==> config.mk <==
export PLATFORM = sky130hd
export DESIGN_NAME = wide_add_sequencer
export DESIGN_NICKNAME = d
export VERILOG_FILES = /design/src/rtl/wide_add_sequencer.sv
export SDC_FILE = /design/constraint.sdc
export NUM_CORES = 1
export LEC_CHECK = 0
export CORE_MARGIN = 5
export CORE_UTILIZATION = 51
export CTS_CLUSTER_SIZE = 14
export DETAILED_ROUTE_END_ITERATION = 16
export HOLD_SLACK_MARGIN = 0.15
export PLACE_DENSITY = 0.77
export SETUP_SLACK_MARGIN = 0.05
export SLEW_MARGIN = 40
export SYNTH_ARGS = -nofsm -noshare
export SYNTH_HDL_FRONTEND = slang
export SYNTH_HIERARCHICAL = 1
export SYNTH_SLANG_ARGS = --single-unit
export TNS_END_PERCENT = 30
==> constraint.sdc <==
create_clock -name iClk -period 13.85 [get_ports iClk]
set_clock_uncertainty 0.05 [all_clocks]
set_input_delay 2.0775 -clock iClk [delete_from_list [all_inputs] [get_ports iClk]]
set_output_delay 2.0775 -clock iClk [all_outputs]
set_load 0.02 [all_outputs]
==> src/rtl/wide_add_sequencer.sv <==
// wide_add_sequencer: multi-word adder that reuses one carry-bypass slice, least significant word first.
module carry_bypass_adder #(
    parameter int WIDTH = 8,
    parameter int BLOCK = 4
) (
    input  logic [WIDTH-1:0] opA,
    input  logic [WIDTH-1:0] opB,
    input  logic             cin,
    output logic [WIDTH-1:0] sum,
    output logic             cout
);
    localparam int NB = (WIDTH + BLOCK - 1) / BLOCK;
    logic blockCarry, rippleCarry, allProp, p;
    // Each block ripples internally; the block carry skips past it when every bit propagates.
    always_comb begin
        sum = '0;
        blockCarry = cin;
        rippleCarry = 1'b0;
        allProp = 1'b0;
        p = 1'b0;
        for (int k = 0; k < NB; k++) begin
            rippleCarry = blockCarry;
            allProp = 1'b1;
            for (int i = 0; i < BLOCK; i++) begin
                if (k * BLOCK + i < WIDTH) begin
                    p = opA[k*BLOCK+i] ^ opB[k*BLOCK+i];
                    sum[k*BLOCK+i] = p ^ rippleCarry;
                    rippleCarry = (opA[k*BLOCK+i] & opB[k*BLOCK+i]) | (p & rippleCarry);
                    allProp = allProp & p;
                end
            end
            blockCarry = allProp ? blockCarry : rippleCarry;
        end
        cout = blockCarry;
    end
endmodule

module wide_add_sequencer #(
    parameter int ADDER_WIDTH = 8,
    parameter int NUM_WORDS = 4
) (
    input  logic                             iClk,
    input  logic                             iRst,
    input  logic                             iStart,
    input  logic [ADDER_WIDTH*NUM_WORDS-1:0] iA,
    input  logic [ADDER_WIDTH*NUM_WORDS-1:0] iB,
    input  logic                             iCarry,
    output logic [ADDER_WIDTH*NUM_WORDS-1:0] oSum,
    output logic                             oCarry,
    output logic                             oBusy,
    output logic                             oDone
);
    localparam int W = ADDER_WIDTH * NUM_WORDS;
    localparam int IW = NUM_WORDS > 1 ? $clog2(NUM_WORDS) : 1;
    typedef enum logic [1:0] {IDLE, ADD, DONE} state_t;
    state_t state, nextState;
    logic [W-1:0] aReg, bReg;
    logic [IW-1:0] idx;
    logic carryReg, lastWord, wordCarry;
    logic [ADDER_WIDTH-1:0] wordSum;
    assign lastWord = idx == IW'(NUM_WORDS - 1);
    carry_bypass_adder #(.WIDTH(ADDER_WIDTH)) slice (
        .opA (aReg[idx*ADDER_WIDTH +: ADDER_WIDTH]),
        .opB (bReg[idx*ADDER_WIDTH +: ADDER_WIDTH]),
        .cin (carryReg),
        .sum (wordSum),
        .cout(wordCarry)
    );
    always_ff @(posedge iClk) begin
        if (iRst) state <= IDLE;
        else state <= nextState;
    end
    always_comb begin
        nextState = state;
        case (state)
            IDLE: nextState = iStart ? ADD : IDLE;
            ADD: nextState = lastWord ? DONE : ADD;
            default: nextState = IDLE;
        endcase
    end
    always_ff @(posedge iClk) begin
        if (iRst) begin
            aReg <= '0;
            bReg <= '0;
            idx <= '0;
            carryReg <= 1'b0;
            oSum <= '0;
            oCarry <= 1'b0;
        end else if (state == IDLE && iStart) begin
            aReg <= iA;
            bReg <= iB;
            carryReg <= iCarry;
            idx <= '0;
        end else if (state == ADD) begin
            oSum[idx*ADDER_WIDTH +: ADDER_WIDTH] <= wordSum;
            carryReg <= wordCarry;
            idx <= lastWord ? '0 : idx + IW'(1);
            if (lastWord) oCarry <= wordCarry;
        end
    end
    assign oBusy = state == ADD;
    assign oDone = state == DONE;
endmodule

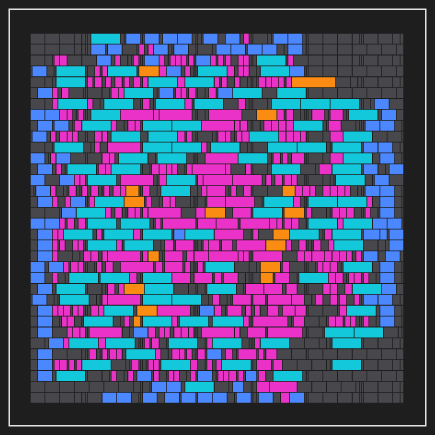
Run 1: placed cells, one colour a class
Drawn at 4 px/um. Fill, decap, tap and diode cells in grey.
magenta -> remaining logic cells  # cells 358, share of their area 41%
orange -> clock drivers and dummy loads  # cells 16, share of their area 3.7%
cyan -> registers  # cells 102, share of their area 37%
blue -> remaining buffers and delay cells  # cells 106, share of their area 19%

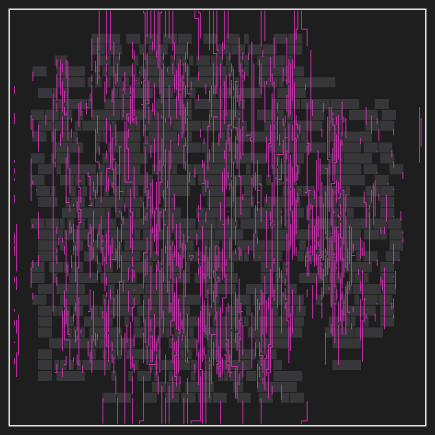
Run 1: met2 routing
Drawn at 4 px/um.
longest straight run = 54.4 um
main direction = vertical
nets with wire on the layer = 531
wire length on this layer = 5040 um
vias: 3621
Routed WL: 10300 um
met2 usage: 32.3%

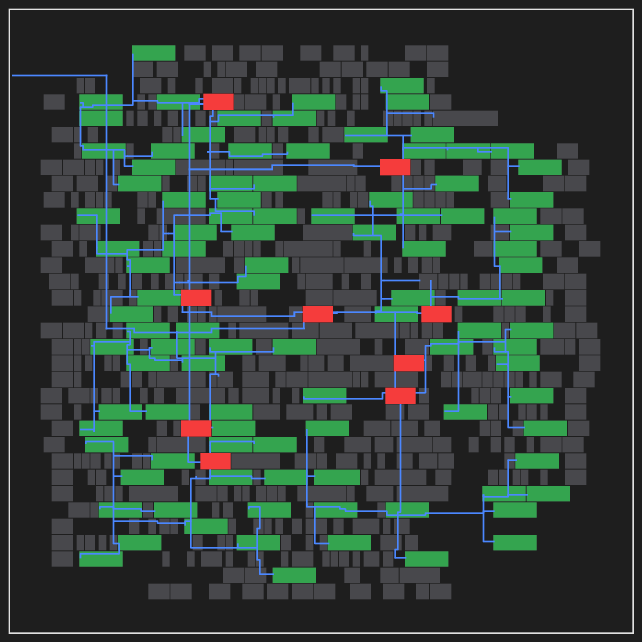
Run 1: clock wires, drivers and flops
Drawn at 6 px/um.
red -> clock-net drivers  # count 9
blue -> clock wires  # length 1090 um
green -> flip-flops  # count 102
routed clock nets = 10

==> out/metrics.cfg, run 1 <==
[hold_path]
min_from=aReg[0]
hold_end=aReg[0]
min_path_type=flop to flop
hold_path_depth=2

[timing]
max_freq_ghz=0.189
setup_tns_ns=0
tightest_slew_ns=0.700
period_needed_ns=5.30
hold_viol=0
fin_ws_ns=8.55
maxSlewViolCount=0
setup_violations=0
rsz0062_at_grt=no
timing.hold.ws_ns=0.408

[place]
placed_cells=674
io_buffers=102
globalplace.congestion=0.864
dp_hpwl_um=7660

[final_layout]
fin_cells=690
final_nets=667
flops=102
syn_to_final_growth_pct=26.8
combGateArea_sq_um=2210
fin_util_pct=65.8
n_all_buffers=106
layout_top_cells=nand2_1, dfxtp_1, clkdlybuf4s50_1
fin_area_sq_um=5680
seq_share_pct=36.0
largest_cell_class=logic gates
mostFrequentLayoutCell=nand2_1

[setup_path]
crit_path_max_fanout=17
r2r_cells=14
worst_r2r_endpoint=oSum[23]
crit_required_ns=14.09
cp.depth=14
cp_top_family=adder cells
start_kind=flop
path_class=flop to flop
cpMaxStageDelayCell=dfxtp_1
cp_common_cell=fa_1
r2r-start=idx[0]
cpPeakStageDelay_ns=0.71

[yosys]
ys_cells=497
synth.comb.largest_family=simple AND/OR/NAND/NOR gates
ys.flops=102
ys_sh_adder_pct=7.48
syn_area_sq_um=4480
yosysWarnings=6
edf_count=0
top_area_cell=dfxtp_1
async_reset_ff_share_pct=0
post-synth-top-count-cell=nand2_1
avgSynthCellArea_sq_um=9.02

[drt]
wl_met1_um=4510
highest-signal-layer=met4
drt-pass1-iter-count=4
met2WireLength_um=5040
avgViaCountPerCell=5.25
ant_nets=0
drtIter0Drc=261
drc_errors=0

[power]
seq-power_mw=0.314
p_int_mw=0.433
switching_power_mw=0.157
comb_power_mw=0.0840
p_leak_nw=2.08
power_leader=registers
swShare_pct=26.6
sequentialPowerShare_pct=53.2

[clocking]
clockBufferDepth=2
post_cts_buffers=0
postCtsResizedCells=0
cts_hold_buffers=0
cts_tree=yes
cts_root_buffer=clkbuf_8
clkLatencyLatePin_ns=0.36

[floorplanning]
ios=103
die_h_um=104
core_sq_um=8640
die_x_um=104
die_area_sq_um=10800

[global_routing]
grt_pass1_vias=3654
antenna_found_initial=0
busiest_layer=met2
grt_start_max_net_pins=97

[run_status]
outcome=complete, no violations

## Run 2: what changed since run 1
CORE_UTILIZATION = 45   (was 51)
PLACE_DENSITY = 0.72   (was 0.77)
clock period = 4.3 ns   (was 13.85 ns; I/O delays follow)
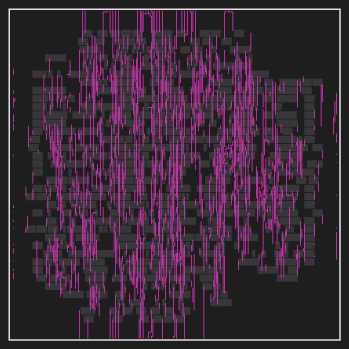
Run 2: met2 routing
Drawn at 3 px/um.
nets with wire on the layer = 535
longest straight run = 46.2 um
share of all routed wire = 48%

==> out/metrics.cfg, run 2 <==
[run_status]
outcome=finished, violations left
violations=negative setup slack

[setup_path]
cp_common_cell=fa_2
r2r-start=idx[0]
path_class=flop to flop
worst_r2r_endpoint=oSum[31]
cp_top_family=adder cells
crit_path_max_fanout=5  ; -12
arrival_ns=4.74
cp.depth=16  ; +2
cpMaxStageDelayCell=mux4_2
start_kind=flop
crit_required_ns=4.53  ; -9.56 ns
r2r_cells=16  ; +2
cpPeakStageDelay_ns=0.53  ; -0.18 ns

[final_layout]
combGateArea_sq_um=2240  ; +1.6%
syn_to_final_growth_pct=29.8
largest_cell_class=logic gates
buf_share_pct=19.2
layout_top_cells=nand2_1, dfxtp_1, clkdlybuf4s50_1
flops=102  ; unchanged
n_all_buffers=115  ; +8.5%
fin_util_pct=59.8  ; -6.0 points
fin_area_sq_um=5810  ; +2.3%
final_nets=676  ; +1.3%
fin_cells=722  ; +4.6%
mostFrequentLayoutCell=nand2_1
seq_share_pct=35.2  ; -0.77 points
fillers=861
reg_top3=aReg x32, bReg x32, oSum x32

[clocking]
clk_pin_slew_ns=0.09
cts_hold_buffers=0  ; unchanged
cts_tree=yes
ctsHtreeMaxLevel=3
postCtsResizedCells=0  ; unchanged
clkLatencyLatePin_ns=0.36  ; about the same
clkSinkCount=102
cts_root_buffer=clkbuf_8
post_cts_buffers=0  ; unchanged
clockBufferDepth=2  ; unchanged

[drt]
drt-pass1-iter-count=5  ; +1
avgViaCountPerCell=5.12  ; -2.5%
drc_errors=0  ; unchanged
vias=3695  ; +2.0%
wl_met1_um=4720  ; +4.8%
met2WireLength_um=5150  ; +2.2%
ant_nets=0  ; unchanged
routed_wl_um=10600  ; +2.8%
highest-signal-layer=met4
drtIter0Drc=161  ; -38%

[power]
power_leader=registers
switching_power_mw=0.486  ; +210%
p_leak_nw=2.11  ; +1.4%
finalPower_mw=1.91
power_frac_comb_pct=15.0
p_int_mw=1.43  ; +230%
swShare_pct=25.4  ; -1.2 points
comb_power_mw=0.287  ; +240%
seq-power_mw=1.01  ; +220%
sequentialPowerShare_pct=52.7  ; -0.5 points

[yosys]
avgSynthCellArea_sq_um=9.02  ; unchanged
ys_sh_adder_pct=7.48  ; unchanged
top_area_share_pct=45.6
edf_count=0  ; unchanged
yosysWarnings=6  ; unchanged
ys_cells=497  ; unchanged
top_area_cell=dfxtp_1
syn_area_sq_um=4480  ; unchanged
ys.flops=102  ; unchanged
synth.comb.largest_family=simple AND/OR/NAND/NOR gates
post-synth-top-count-cell=nand2_1
async_reset_ff_share_pct=0  ; unchanged

[global_routing]
antenna_found_initial=0  ; unchanged
grt_start_max_net_pins=67  ; -31%
grt.met2_usage_pct=30.5  ; -1.8 points
grt_pass1_vias=3755  ; +2.8%
busiest_layer=met2

[floorplanning]
die_area_sq_um=12100  ; +12%
ios=103  ; unchanged
die_x_um=110  ; +5.8%
die_h_um=110  ; +5.8%
taps=133
core_sq_um=9730  ; +13%

[timing]
period_needed_ns=4.51  ; -0.794 ns
tightest_slew_ns=0.775  ; +0.0749 ns
setup_violations=5  ; +5
setup_tns_ns=-0.688  ; -0.688 ns
max_freq_ghz=0.222  ; +18%
maxSlewViolCount=0  ; unchanged
hold_viol=0  ; unchanged
fin_ws_ns=-0.210  ; -8.76 ns
rsz0062_at_grt=yes
timing.hold.ws_ns=0.405  ; -0.00241 ns

[hold_path]
hold_end=oSum[11]
min_path_type=flop to flop
min_from=oSum[11]
hold_path_depth=2  ; unchanged

[flow_run]
cap_violations=0

[place]
io_buffers=102  ; unchanged
globalplace.congestion=0.810  ; -6.3%
placed_cells=707  ; +4.9%
place_area_sq_um=5580
dp_hpwl_um=7950  ; +3.8%

